===== config.mk =====
export PLATFORM = sky130hd
export DESIGN_NAME = timer_unit_flat
export DESIGN_NICKNAME = d
export VERILOG_FILES = /design/src/rtl/timer_unit_pkg.sv /design/src/rtl/timer_unit_if.sv /design/src/rtl/timer_unit_pin_edge_detect.sv /design/src/rtl/timer_unit.sv /design/src/flat_wrapper.sv
export SDC_FILE = /design/constraint.sdc
export NUM_CORES = 1
export LEC_CHECK = 0
export CORE_MARGIN = 2
export CORE_UTILIZATION = 57
export DETAILED_ROUTE_END_ITERATION = 8
export GPL_ROUTABILITY_DRIVEN = 0
export PLACE_DENSITY = 0.89
export SYNTH_ARGS = -nofsm -noshare
export SYNTH_HDL_FRONTEND = slang
export SYNTH_SLANG_ARGS = --single-unit

===== constraint.sdc =====
create_clock -name clk -period 7.05 [get_ports clk]
set_clock_uncertainty 0.1 [all_clocks]
set_input_delay 1.41 -clock clk [delete_from_list [all_inputs] [get_ports clk]]
set_output_delay 1.41 -clock clk [all_outputs]
set_load 0.05 [all_outputs]

===== src/rtl/timer_unit_pkg.sv =====
// Shared constants for the 8051 timer block: SFR addresses, TCON bit positions,
// timer mode encoding and the per-mode increment helper.
package timer_unit_pkg;

  localparam logic [7:0] SFR_TCON = 8'h88;
  localparam logic [7:0] SFR_TMOD = 8'h89;
  localparam logic [7:0] SFR_TL0  = 8'h8A;
  localparam logic [7:0] SFR_TL1  = 8'h8B;
  localparam logic [7:0] SFR_TH0  = 8'h8C;
  localparam logic [7:0] SFR_TH1  = 8'h8D;

  localparam int TCON_IT0 = 0;
  localparam int TCON_IE0 = 1;
  localparam int TCON_IT1 = 2;
  localparam int TCON_IE1 = 3;
  localparam int TCON_TR0 = 4;
  localparam int TCON_TF0 = 5;
  localparam int TCON_TR1 = 6;
  localparam int TCON_TF1 = 7;

  typedef enum logic [1:0] {
    MODE_13BIT  = 2'd0,
    MODE_16BIT  = 2'd1,
    MODE_RELOAD = 2'd2,
    MODE_SPLIT  = 2'd3
  } tmr_mode_e;

  typedef struct packed {
    logic      gate;
    logic      ct;
    tmr_mode_e mode;
  } tmod_nib_t;

  // Returns {overflow, th_next, tl_next} for one count event; split mode advances TL only.
  function automatic logic [16:0] tmr_inc(input tmr_mode_e mode, input logic [7:0] tl,
                                          input logic [7:0] th);
    logic [12:0] c13;
    logic [15:0] c16;
    c13 = {th, tl[4:0]} + 13'd1;
    c16 = {th, tl} + 16'd1;
    case (mode)
      MODE_13BIT:  tmr_inc = {(&{th, tl[4:0]}), c13[12:5], tl[7:5], c13[4:0]};
      MODE_16BIT:  tmr_inc = {(&{th, tl}), c16};
      MODE_RELOAD: tmr_inc = (&tl) ? {1'b1, th, th} : {1'b0, th, tl + 8'd1};
      default:     tmr_inc = {(&tl), th, tl + 8'd1};
    endcase
  endfunction

endpackage


===== src/rtl/timer_unit_if.sv =====
// SFR bus between the CPU core and the timer block: write strobe/address/data
// out of the CPU, current register values back for the SFR read mux.
interface timer_unit_if;
  logic       sfr_wr;
  logic [7:0] sfr_addr;
  logic [7:0] sfr_wdata;
  logic [7:0] tmod;
  logic [7:0] tcon;
  logic [7:0] tl0;
  logic [7:0] th0;
  logic [7:0] tl1;
  logic [7:0] th1;

  modport master (output sfr_wr, sfr_addr, sfr_wdata,
                  input  tmod, tcon, tl0, th0, tl1, th1);
  modport slave  (input  sfr_wr, sfr_addr, sfr_wdata,
                  output tmod, tcon, tl0, th0, tl1, th1);
endinterface


===== src/rtl/timer_unit_pin_edge_detect.sv =====
// Synchronizes one asynchronous pin and emits a registered one-clk pulse on each
// synchronized falling edge. Reset parks the chain at the idle-high pin level.
module timer_unit_pin_edge_detect #(
  parameter int SYNC_STAGES = 2
) (
  input  logic clk,
  input  logic rst_n,
  input  logic pin,
  output logic level,
  output logic fall
);

  logic [SYNC_STAGES-1:0] sync_q, sync_d;
  logic                   dly_q, dly_d;
  logic                   fall_q, fall_d;

  // Next-state for the synchronizer chain and edge pulse
  always_comb begin
    sync_d = {sync_q[SYNC_STAGES-2:0], pin};
    dly_d  = sync_q[SYNC_STAGES-1];
    fall_d = dly_q & ~sync_q[SYNC_STAGES-1];
  end

  // Synchronizer and edge registers
  always_ff @(posedge clk) begin
    if (!rst_n) begin
      sync_q <= {SYNC_STAGES{1'b1}};
      dly_q  <= 1'b1;
      fall_q <= 1'b0;
    end else begin
      sync_q <= sync_d;
      dly_q  <= dly_d;
      fall_q <= fall_d;
    end
  end

  assign level = sync_q[SYNC_STAGES-1];
  assign fall  = fall_q;

endmodule


===== src/rtl/timer_unit.sv =====
// 8051 Timer0/Timer1 with TMOD/TCON/TLx/THx SFRs and INT0/INT1 flag logic.
// All SFR updates are arbitrated here between CPU writes, counting and interrupt acks.
module timer_unit
  import timer_unit_pkg::*;
#(
  parameter int SYNC_STAGES = 2
) (
  input  logic          clk,
  input  logic          rst_n,
  input  logic          tick,
  timer_unit_if.slave   bus,
  input  logic          t0_pin,
  input  logic          t1_pin,
  input  logic          int0_n,
  input  logic          int1_n,
  input  logic          ack_tf0,
  input  logic          ack_tf1,
  input  logic          ack_ie0,
  input  logic          ack_ie1,
  output logic          t1_ovf
);

  logic [7:0] tmod_q, tmod_d, tcon_q, tcon_d;
  logic [7:0] tl0_q, tl0_d, th0_q, th0_d, tl1_q, tl1_d, th1_q, th1_d;
  logic       t1_ovf_q, t1_ovf_d;
  logic       pend0_q, pend0_d, pend1_q, pend1_d;

  logic t0_lvl, t0_fall, t1_lvl, t1_fall;
  logic int0_lvl, int0_fall, int1_lvl, int1_fall;

  tmod_nib_t  cfg0, cfg1;
  logic       wr_tmod, wr_tcon, wr_tl0, wr_th0, wr_tl1, wr_th1;
  logic       run0, run1, ev0, ev1, ev_h0;
  logic       ovf0, ovf1, ovf_h0, tf1_set;
  logic [16:0] inc0, inc1;

  timer_unit_pin_edge_detect #(.SYNC_STAGES(SYNC_STAGES)) u_t0 (
    .clk(clk), .rst_n(rst_n), .pin(t0_pin), .level(t0_lvl), .fall(t0_fall));
  timer_unit_pin_edge_detect #(.SYNC_STAGES(SYNC_STAGES)) u_t1 (
    .clk(clk), .rst_n(rst_n), .pin(t1_pin), .level(t1_lvl), .fall(t1_fall));
  timer_unit_pin_edge_detect #(.SYNC_STAGES(SYNC_STAGES)) u_int0 (
    .clk(clk), .rst_n(rst_n), .pin(int0_n), .level(int0_lvl), .fall(int0_fall));
  timer_unit_pin_edge_detect #(.SYNC_STAGES(SYNC_STAGES)) u_int1 (
    .clk(clk), .rst_n(rst_n), .pin(int1_n), .level(int1_lvl), .fall(int1_fall));

  assign cfg0    = tmod_nib_t'(tmod_q[3:0]);
  assign cfg1    = tmod_nib_t'(tmod_q[7:4]);
  assign wr_tmod = bus.sfr_wr & (bus.sfr_addr == SFR_TMOD);
  assign wr_tcon = bus.sfr_wr & (bus.sfr_addr == SFR_TCON);
  assign wr_tl0  = bus.sfr_wr & (bus.sfr_addr == SFR_TL0);
  assign wr_th0  = bus.sfr_wr & (bus.sfr_addr == SFR_TH0);
  assign wr_tl1  = bus.sfr_wr & (bus.sfr_addr == SFR_TL1);
  assign wr_th1  = bus.sfr_wr & (bus.sfr_addr == SFR_TH1);

  // Counter-mode edges are held until the next tick so at most one counts per machine cycle
  assign run0  = tcon_q[TCON_TR0] & (~cfg0.gate | int0_lvl);
  assign run1  = tcon_q[TCON_TR1] & (~cfg1.gate | int1_lvl);
  assign ev0   = tick & run0 & (cfg0.ct ? (pend0_q | t0_fall) : 1'b1);
  assign ev1   = tick & run1 & (cfg1.ct ? (pend1_q | t1_fall) : 1'b1);
  assign ev_h0 = tick & tcon_q[TCON_TR1];
  assign inc0  = tmr_inc(cfg0.mode, tl0_q, th0_q);
  assign inc1  = tmr_inc(cfg1.mode, tl1_q, th1_q);

  // Timer, flag and register next-state arbitration
  always_comb begin
    tmod_d   = wr_tmod ? bus.sfr_wdata : tmod_q;
    tl0_d    = tl0_q;
    th0_d    = th0_q;
    tl1_d    = tl1_q;
    th1_d    = th1_q;
    ovf0     = 1'b0;
    ovf1     = 1'b0;
    ovf_h0   = 1'b0;
    pend0_d  = tick ? 1'b0 : (pend0_q | t0_fall);
    pend1_d  = tick ? 1'b0 : (pend1_q | t1_fall);

    if (cfg0.mode == MODE_SPLIT) begin
      if (ev0 && !wr_tl0) begin
        tl0_d = inc0[7:0];
        ovf0  = inc0[16];
      end else begin
        tl0_d = tl0_q;
      end
      if (ev_h0 && !wr_th0) begin
        th0_d  = th0_q + 8'd1;
        ovf_h0 = &th0_q;
      end else begin
        th0_d = th0_q;
      end
    end else if (ev0 && !wr_tl0 && !wr_th0) begin
      {ovf0, th0_d, tl0_d} = inc0;
    end else begin
      ovf0 = 1'b0;
    end

    if ((cfg1.mode != MODE_SPLIT) && ev1 && !wr_tl1 && !wr_th1) begin
      {ovf1, th1_d, tl1_d} = inc1;
    end else begin
      ovf1 = 1'b0;
    end

    tl0_d = wr_tl0 ? bus.sfr_wdata : tl0_d;
    th0_d = wr_th0 ? bus.sfr_wdata : th0_d;
    tl1_d = wr_tl1 ? bus.sfr_wdata : tl1_d;
    th1_d = wr_th1 ? bus.sfr_wdata : th1_d;

    // With Timer0 split, TH0 owns TF1; Timer1 overflows then only reach t1_ovf
    tf1_set  = (cfg0.mode == MODE_SPLIT) ? ovf_h0 : ovf1;
    t1_ovf_d = ovf1;

    tcon_d           = tcon_q;
    tcon_d[TCON_TF1] = tf1_set | (wr_tcon ? bus.sfr_wdata[TCON_TF1] : (tcon_q[TCON_TF1] & ~ack_tf1));
    tcon_d[TCON_TR1] = wr_tcon ? bus.sfr_wdata[TCON_TR1] : tcon_q[TCON_TR1];
    tcon_d[TCON_TF0] = ovf0 | (wr_tcon ? bus.sfr_wdata[TCON_TF0] : (tcon_q[TCON_TF0] & ~ack_tf0));
    tcon_d[TCON_TR0] = wr_tcon ? bus.sfr_wdata[TCON_TR0] : tcon_q[TCON_TR0];
    tcon_d[TCON_IT1] = wr_tcon ? bus.sfr_wdata[TCON_IT1] : tcon_q[TCON_IT1];
    tcon_d[TCON_IT0] = wr_tcon ? bus.sfr_wdata[TCON_IT0] : tcon_q[TCON_IT0];
    tcon_d[TCON_IE1] = tcon_q[TCON_IT1]
                     ? (int1_fall | (wr_tcon ? bus.sfr_wdata[TCON_IE1] : (tcon_q[TCON_IE1] & ~ack_ie1)))
                     : ~int1_lvl;
    tcon_d[TCON_IE0] = tcon_q[TCON_IT0]
                     ? (int0_fall | (wr_tcon ? bus.sfr_wdata[TCON_IE0] : (tcon_q[TCON_IE0] & ~ack_ie0)))
                     : ~int0_lvl;
  end

  // SFR and status registers, one block per register
  always_ff @(posedge clk) begin
    if (!rst_n) tmod_q <= 8'h00;
    else        tmod_q <= tmod_d;
  end

  always_ff @(posedge clk) begin
    if (!rst_n) tcon_q <= 8'h00;
    else        tcon_q <= tcon_d;
  end

  always_ff @(posedge clk) begin
    if (!rst_n) tl0_q <= 8'h00;
    else        tl0_q <= tl0_d;
  end

  always_ff @(posedge clk) begin
    if (!rst_n) th0_q <= 8'h00;
    else        th0_q <= th0_d;
  end

  always_ff @(posedge clk) begin
    if (!rst_n) tl1_q <= 8'h00;
    else        tl1_q <= tl1_d;
  end

  always_ff @(posedge clk) begin
    if (!rst_n) th1_q <= 8'h00;
    else        th1_q <= th1_d;
  end

  always_ff @(posedge clk) begin
    if (!rst_n) begin
      t1_ovf_q <= 1'b0;
      pend0_q  <= 1'b0;
      pend1_q  <= 1'b0;
    end else begin
      t1_ovf_q <= t1_ovf_d;
      pend0_q  <= pend0_d;
      pend1_q  <= pend1_d;
    end
  end

  assign bus.tmod = tmod_q;
  assign bus.tcon = tcon_q;
  assign bus.tl0  = tl0_q;
  assign bus.th0  = th0_q;
  assign bus.tl1  = tl1_q;
  assign bus.th1  = th1_q;
  assign t1_ovf   = t1_ovf_q;

endmodule

===== src/flat_wrapper.sv =====
// flat-port wrapper written by rule: the top's interface ports become plain ports
module timer_unit_flat import timer_unit_pkg::*;
#(
  parameter int SYNC_STAGES = 2
)
  (clk, rst_n, tick, t0_pin, t1_pin, int0_n, int1_n, ack_tf0, ack_tf1, ack_ie0, ack_ie1, t1_ovf, bus_sfr_wr, bus_sfr_addr, bus_sfr_wdata, bus_tmod, bus_tcon, bus_tl0, bus_th0, bus_tl1, bus_th1);
  timer_unit_if bus_i ();
  input  logic clk;
  input  logic rst_n;
  input  logic tick;
  input  logic t0_pin;
  input  logic t1_pin;
  input  logic int0_n;
  input  logic int1_n;
  input  logic ack_tf0;
  input  logic ack_tf1;
  input  logic ack_ie0;
  input  logic ack_ie1;
  output logic t1_ovf;
  input wire logic [$bits(bus_i.sfr_wr)-1:0] bus_sfr_wr;
  input wire logic [$bits(bus_i.sfr_addr)-1:0] bus_sfr_addr;
  input wire logic [$bits(bus_i.sfr_wdata)-1:0] bus_sfr_wdata;
  output wire logic [$bits(bus_i.tmod)-1:0] bus_tmod;
  output wire logic [$bits(bus_i.tcon)-1:0] bus_tcon;
  output wire logic [$bits(bus_i.tl0)-1:0] bus_tl0;
  output wire logic [$bits(bus_i.th0)-1:0] bus_th0;
  output wire logic [$bits(bus_i.tl1)-1:0] bus_tl1;
  output wire logic [$bits(bus_i.th1)-1:0] bus_th1;
  assign bus_i.sfr_wr = bus_sfr_wr;
  assign bus_i.sfr_addr = bus_sfr_addr;
  assign bus_i.sfr_wdata = bus_sfr_wdata;
  assign bus_tmod = bus_i.tmod;
  assign bus_tcon = bus_i.tcon;
  assign bus_tl0 = bus_i.tl0;
  assign bus_th0 = bus_i.th0;
  assign bus_tl1 = bus_i.tl1;
  assign bus_th1 = bus_i.th1;
  timer_unit #(.SYNC_STAGES(SYNC_STAGES)) u_core (.clk(clk), .rst_n(rst_n), .tick(tick), .bus(bus_i), .t0_pin(t0_pin), .t1_pin(t1_pin), .int0_n(int0_n), .int1_n(int1_n), .ack_tf0(ack_tf0), .ack_tf1(ack_tf1), .ack_ie0(ack_ie0), .ack_ie1(ack_ie1), .t1_ovf(t1_ovf));
endmodule

==> run_1/metal_stack.png <==
Two of the layers only.
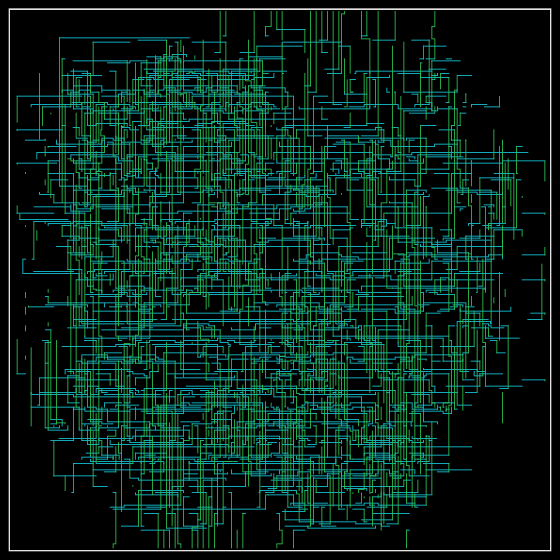
color	layer	wire length
cyan	met1	5,160 µm
green	met2	5,700 µm
drt total wl: 12,700 µm
total track usage: 0.335
Wirelength per Cell: 19.5 µm
Vias: 4,415

==> run_1/cell_classes.png <==
Fill, decap, tap and diode cells in gray.
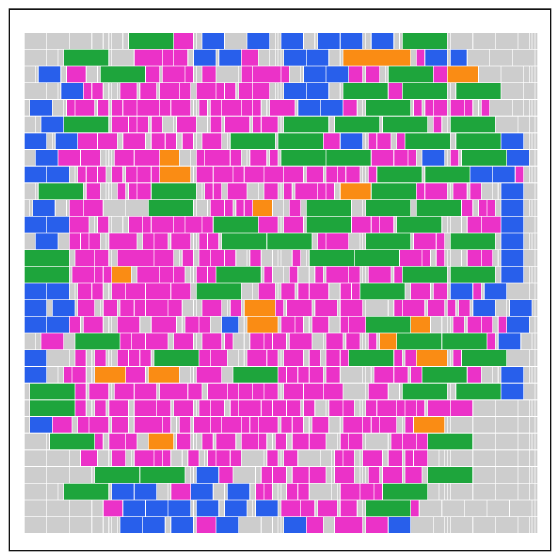
color	class	cells
green	flip-flops	67
blue	other buffers and delay cells	78
orange	clock drivers and dummy loads	16
magenta	all other logic	397
row cnt: 30
final core occ: 0.729
final instance area: 4980 µm²
Core Box Area: 6830 µm²

==> run_1/gate_families.png <==
The bar under the picture is 20 µm long.
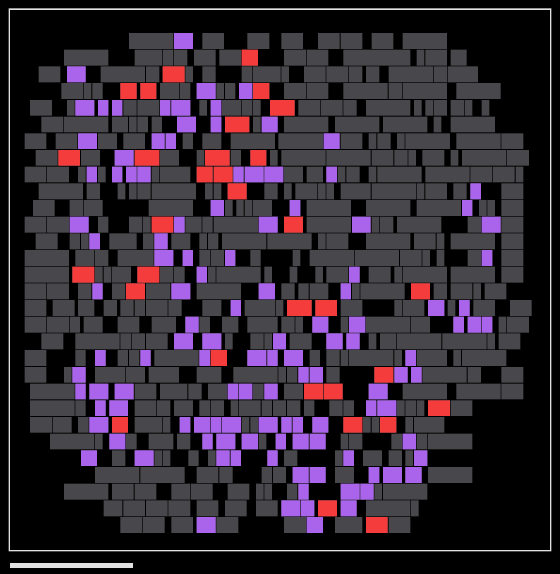
color	family	cells
purple	inverting AOI/OAI gates	121
red	AND-OR and OR-AND gates	32
Layout Cells excl Fill: 654
commonest non-fill, non-tap cell in the layout: clkdlybuf4s50_1
Comb/total area: 0.493

==> flow_metrics.py, run 1 <==
# Metrics from the implementation run
metrics = {
    "run_status": {
        "status": "finished, final reports clean",
    },
    "pwr": {
        "pwr-share-seq": 0.496,
        "p_per_area_nw_per_um2": 156,
        "clockPowerShare": 0.443,
        "p_sw_frac": 0.261,
        "p_sw_uw": 202,
        "pwr-share-comb": 0.061,
        "vdd.ir_drop.worst_mv": 0.154,
        "leakage_uw": 0.00176,
        "intPower_uw": 572,
    },
    "synthesis": {
        "yosys.area_share.aoi": 0.272,
        "avgSynthCellArea_um2": 8.11,
        "topCellsByArea": "dfxtp_1 (33%), mux2i_1 (4.5%), nand3_1 (4.1%), nor2_1 (3.9%), o21ai_0 (3.2%)",
        "synth_top_area_share": 0.333,
        "ys_cells": 496,
        "largest_area_cell": "dfxtp_1",
        "synth_area_um2": 4020,
        "ys_sh_mux": 0.0476,
        "ys_ff": 67,
        "syn_inst": 496,
        "top_logic_kind": "AND-OR/OR-AND gates",
        "yosys_area_um2": 4020,
        "top_cells_by_count": "dfxtp_1 (67), nor2_1 (42), nand3_1 (33)",
        "ff_type": "dfxtp_1",
        "synthAdderAreaFrac": 0.0155,
        "fp_nets": 529,
        "xor_share": 0.0218,
        "synth-edff-count": 0,
        "simple_gate_share": 0.253,
        "yosys_warnings": 0,
        "async_flop_share": 0,
        "synth_seq_share": 0.333,
        "top_cell": "dfxtp_1",
        "ys_types": 68,
    },
    "clock_network": {
        "cts_resized": 0,
        "cts-hold-fix-buffers": 0,
        "cts_num_sinks": 67,
        "root_buffer": "clkbuf_8",
        "clk_latency_ps": 360,
        "clk_pin_slew_worst_paths_ps": 80,
        "cts_setup_buffers": 0,
        "cts_buffers": 9,
        "clockBufferDepth": 2,
        "tritoncts": "yes",
        "ctsHtreeMaxLevel": 3,
    },
    "sta": {
        "fmax_mhz": 265,
        "post-route-period-util": 0.536,
        "report.final.slew_viol_count": 0,
        "tns_ps": 0,
        "worst_slack_ps": 3270,
        "slew_headroom": 0.248,
        "rsz0062_at_grt": "false",
        "finalSetupViolCount": 0,
        "worst_pin_slew_ps": 1100,
        "finalHoldViolCount": 0,
        "finalCriticalPeriod_ps": 3780,
    },
    "worst_setup_path": {
        "path_depth": 6,
        "cp-start-kind": "primary input",
        "crit_chain": "clkdlybuf4s50_1, nand2_1, a2111oi_0, and2_1, a31oi_1, o221a_2",
        "crit_type": "primary input to flop",
        "slowest_stage": "a2111oi_0",
        "cp_data_arrival_time_ps": 3940,
        "crit_required_ps": 7210,
        "worst_path_dominant_cell_family": "AND-OR/OR-AND gates",
        "timing.critical_path.slowest_cell_delay_ps": 960,
        "critPathMaxFanout": 11,
        "rr_worst_depth": 6,
        "path_buffers": 1,
        "end_kind": "flop",
    },
    "flow_run": {
        "cap_violations": 0,
        "tool_warnings": 26,
    },
    "layout": {
        "drive_above_1_share": 0.0609,
        "fin_nets": 586,
        "final_cell_mix": "clkdlybuf4s50_1 (76), dfxtp_1 (67), nor2_1 (42)",
        "area_growth_pct": 23.7,
        "fill_cells": 563,
        "antenna_cells_inserted": 0,
        "ff_latch_area_um2": 1340,
        "logic_area_um2": 2450,
    },
    "hold_path": {
        "holdPathStages": 2,
        "hold_path.class": "flop to flop",
    },
    "place": {
        "place_hpwl_um": 8750,
        "port_buffers": 76,
        "pre_cts_slack_ps": 2990,
        "place_inst": 638,
    },
    "global_route": {
        "grt_first_pass_wirelength_um": 20300,
        "grt_start_max_net_pins": 45,
        "grt_overflow": 0,
        "grt_pass1_vias": 4090,
        "antenna_found_initial": 0,
    },
    "floorplanning": {
        "fp.dieH_um": 88.0,
        "ios": 77,
        "die_w_um": 88.0,
        "chipArea_um2": 7750,
        "fp-utilization": 0.589,
    },
    "detailed_routing": {
        "drc": 0,
        "ant_nets": 0,
        "drt-initial-drc-count": 570,
        "firstDrtPassIters": 7,
        "via_per_inst": 6.75,
    },
}
[run 1: through the flow]
| stage | hold WS (ps) | cell area (µm²) | total power, µW |
|---|---|---|---|
| final | 314 | 4980 | 774 |
| after global routing | 333 | 4980 | 792 |
| after CTS | 318 | 4980 | 777 |
| after detailed placement | 304 | 4770 | 439 |
| after global placement | 289 | 4770 | 438 |
| after floorplan | 286 | 4020 | 412 |
[run 1: worst paths after layout]
| check | to | start | slack, ps |
|---|---|---|---|
| max | u_core.bus.th1[6] | tick | 3270 |
| min | u_core.u_t0.fall | u_core.u_t0.dly_q | 310 |
| max reg2reg | u_core.bus.tl1[4] | u_core.bus.tl1[0] | 4180 |
| min reg2reg | u_core.u_t0.fall | u_core.u_t0.dly_q | 310 |
[run 1: power by group through the flow]
stage	clock (µW)	sequential, µW	combinational [µW]
after floorplan	0	395	16.8
after global placement	0	393	44.9
final	343	384	47.5
after CTS	346	384	46.4
after global routing	358	385	50.1
after detailed placement	0	393	45.9
[run 1: layer usage]
layer,vias up,wire length (µm),global-route usage,share of wire
met2,334,5700,0.516,0.45
li1,1995,-,-,-
met5,-,0,0,0
met4,0,436,0.128,0.034
met3,55,1450,0.106,0.11
met1,2031,5160,0.440,0.40
[run 1: area by class of cell]
type | instances | share of cell area
Clock inverter | 7 | 0.0168
Multi-Input combinational cell | 376 | 0.493
Inverter | 21 | 0.0158
Sequential cell | 67 | 0.269
Tap cell | 96 | 0.0241
Timing Repair Buffer | 78 | 0.156
Clock buffer | 9 | 0.0249
[run 1: kinds of logic (layout without fill, tap and decap cells)]
group           Yosys count  count (layout)
compound gates          153             153
simple gates            189             189
xor+xnor                 10              10
buf+inv                  53             115
mux                      19              19
fa+ha+maj                 5               5
flops                    67              67
--- run 2 (diff from run 1) ---
--- a/config.mk
+++ b/config.mk
@@ -6,10 +6,10 @@
 export NUM_CORES = 1
 export LEC_CHECK = 0
 export CORE_MARGIN = 2
-export CORE_UTILIZATION = 57
+export CORE_UTILIZATION = 47
 export DETAILED_ROUTE_END_ITERATION = 8
 export GPL_ROUTABILITY_DRIVEN = 0
-export PLACE_DENSITY = 0.89
+export PLACE_DENSITY = 0.79
 export SYNTH_ARGS = -nofsm -noshare
 export SYNTH_HDL_FRONTEND = slang
 export SYNTH_SLANG_ARGS = --single-unit
==> constraint.sdc (replaced) <==
create_clock -name clk -period 3.35 [get_ports clk]
set_clock_uncertainty 0.1 [all_clocks]
set_input_delay 0.67 -clock clk [delete_from_list [all_inputs] [get_ports clk]]
set_output_delay 0.67 -clock clk [all_outputs]
set_load 0.05 [all_outputs]
==> run_2/cell_classes.png <==
Fill, decap, tap and diode cells in gray.
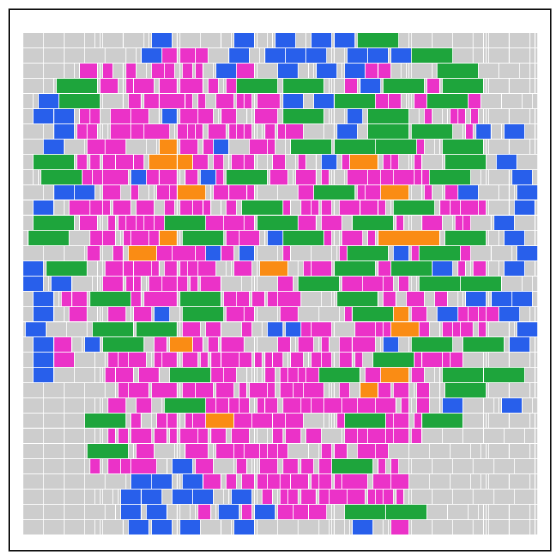
color	class	cells
blue	other buffers and delay cells	92
magenta	all other logic	397
orange	clock drivers and dummy loads	16
green	flip-flops	67
Seq/total area: 0.263
row cnt: 33

==> flow_metrics.py, run 2 <==
# Metrics from the implementation run
metrics = {
    "layout": {
        "postLayoutCellArea_um2": 5090,
        "stdcell_count": 677,
        "antenna_cells_inserted": 0,
        "fin_nets": 600,
        "drive_above_1_share": 0.0839,
        "final_cell_mix": "clkdlybuf4s50_1 (76), dfxtp_1 (67), nor2_1 (42)",
        "area_growth_pct": 26.6,
        "utilization": 0.617,
        "lay_top_count": "clkdlybuf4s50_1",
    },
    "synthesis": {
        "ys_sh_mux": 0.0476,
        "simple_gate_share": 0.253,
        "yosys_area_um2": 4020,
        "synth-edff-count": 0,
        "syn_inst": 496,
        "synth_top_area_share": 0.333,
        "synth_area_um2": 4020,
        "topCellsByArea": "dfxtp_1 (33%), mux2i_1 (4.5%), nand3_1 (4.1%), nor2_1 (3.9%), o21ai_0 (3.2%)",
        "ys_cells": 496,
        "ff_type": "dfxtp_1",
        "top_cell": "dfxtp_1",
        "synthAdderAreaFrac": 0.0155,
        "fp_nets": 529,
        "top_cells_by_count": "dfxtp_1 (67), nor2_1 (42), nand3_1 (33)",
        "yosys_warnings": 0,
        "largest_area_cell": "dfxtp_1",
        "async_flop_share": 0,
        "xor_share": 0.0218,
        "ys_ff": 67,
        "yosys.area_share.aoi": 0.272,
        "synth_seq_share": 0.333,
        "avgSynthCellArea_um2": 8.11,
        "top_logic_kind": "AND-OR/OR-AND gates",
        "ys_types": 68,
    },
    "pwr": {
        "power_uw": 1640,
        "pwr-share-comb": 0.063,
        "intPower_uw": 1210,
        "clockPowerShare": 0.444,
        "p_sw_frac": 0.265,
        "pwr-share-seq": 0.493,
        "p_per_area_nw_per_um2": 322,
        "p_sw_uw": 434,
        "vdd.ir_drop.worst_mv": 0.186,
        "leakage_uw": 0.00182,
    },
    "detailed_routing": {
        "ant_nets": 0,
        "drc": 0,
        "via_per_inst": 6.55,
        "firstDrtPassIters": 5,
        "drt-initial-drc-count": 608,
    },
    "floorplanning": {
        "ios": 77,
        "chipArea_um2": 9320,
        "coreArea_um2": 8260,
        "fp.dieH_um": 96.5,
        "die_w_um": 96.5,
        "fp-utilization": 0.487,
    },
    "hold_path": {
        "hold_path.class": "flop to flop",
    },
    "global_route": {
        "grt_overflow": 0,
        "grt_start_max_net_pins": 44,
        "grt_first_pass_wirelength_um": 20600,
        "antenna_found_initial": 0,
        "grt_pass1_vias": 4027,
        "grt_use_total": 0.286,
    },
    "flow_run": {
        "cap_violations": 0,
        "tool_warnings": 26,
    },
    "sta": {
        "tns_ps": 0,
        "worst_pin_slew_ps": 974,
        "report.final.slew_viol_count": 0,
        "worst_slack_ps": 452,
        "fmax_mhz": 345,
        "rsz0062_at_grt": "false",
        "timing.hold.ws_ps": 313,
        "finalCriticalPeriod_ps": 2900,
        "finalHoldViolCount": 0,
        "slew_headroom": 0.345,
        "post-route-period-util": 0.865,
        "finalSetupViolCount": 0,
    },
    "clock_network": {
        "clk_pin_slew_worst_paths_ps": 80,
        "cts-hold-fix-buffers": 0,
        "cts_buffers": 9,
        "cts_num_sinks": 67,
        "clockBufferDepth": 2,
        "cts_setup_buffers": 0,
        "cts_resized": 0,
        "tritoncts": "yes",
        "clk_latency_ps": 360,
        "root_buffer": "clkbuf_8",
        "ctsHtreeMaxLevel": 3,
    },
    "worst_setup_path": {
        "end_kind": "output pin",
        "crit_type": "flop to output pin",
        "critPathMaxFanout": 20,
        "cp_data_arrival_time_ps": 2130,
        "cp-start-kind": "flop",
        "crit_chain": "clkdlybuf4s50_1",
        "timing.critical_path.slowest_cell_delay_ps": 950,
        "slowest_stage": "clkdlybuf4s50_1",
        "path_buffers": 1,
        "rrSetupSlack_ps": 820,
        "crit_required_ps": 2580,
        "worst_path_dominant_cell_family": "buffers and inverters",
    },
    "place": {
        "port_buffers": 76,
        "pre_cts_slack_ps": 155,
        "place_hpwl_um": 9140,
        "dpl_cell_area_um2": 4890,
        "place_inst": 661,
    },
    "run_status": {
        "status": "finished, final reports clean",
    },
}
==> run_2/metal_stack.png <==
Two of the layers only.
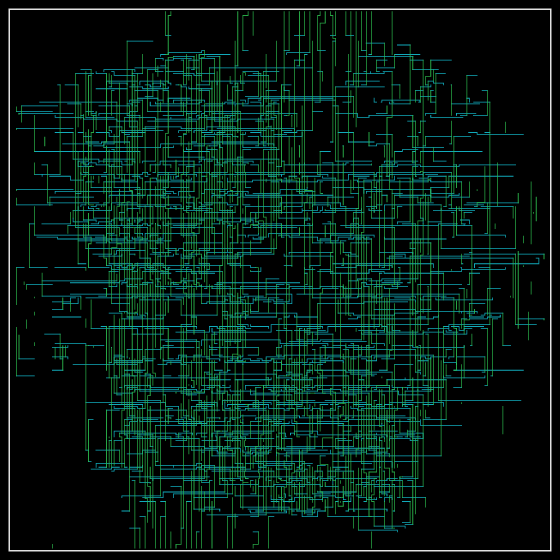
color	layer	wire length
green	met2	5,950 µm
cyan	met1	5,150 µm
Vias: 4,431
drt total wl: 13,100 µm
Wirelength per Cell: 19.4 µm

-- run 2: cell type report --
| type | count | area [µm²] |
|---|---|---|
| Tap cell | 105 | 131 |
| Clock buffer | 9 | 124 |
| Multi-Input combinational cell | 376 | 2450 |
| Inverter | 21 | 78.8 |
| Clock inverter | 7 | 82.6 |
| Sequential cell | 67 | 1340 |
| Fill cell | 737 | 3160 |
| Timing Repair Buffer | 92 | 881 |
-- run 2: kinds of logic (layout without fill, tap and decap cells) --
group,after synthesis,after routing
DFF,67,67
adders and majority gates,5,5
AOI/OAI and AO/OA,153,153
and+or+nand+nor,189,189
xor gates and xnor gates,10,10
buffers and inverters,53,129
muxes,19,19
-- run 2: power by group through the flow --
stage          Combinational [µW]  Sequential [µW]  Clock (µW)
3_5_place_dp                  101              827           0
6_report                      104              808         728
3_3_place_gp                  100              827           0
5_1_grt                       110              809         761
4_1_cts                       102              808         725
2_1_floorplan                35.4              831           0
-- run 2: worst register-to-register path, stage by stage, from the launching register on --
cell	delay [ps]
dfxtp_1	820
nand2b_1	290
nor3_2	580
mux2_2	400
a2bb2oi_1	130
a21oi_1	140
-- run 2: layer usage --
metal	GRT usage	share of wire
met1	0.389	0.39
met2	0.442	0.45
met3	0.0698	0.13
met4	0.101	0.025
met5	0	0
-- run 2: path summary, 6_finish.rpt --
check                     startpoint                       to  cells past startpoint
max               u_core.bus.tmod[1]              bus_tmod[1]                      1
max reg2reg       u_core.bus.tmod[1]        u_core.bus.tl0[0]                      5
min          u_core.u_int1.sync_q[0]  u_core.u_int1.sync_q[1]                      1
min reg2reg  u_core.u_int1.sync_q[0]  u_core.u_int1.sync_q[1]                      1
No activity file was given, so power comes from the tool's default toggle rates.
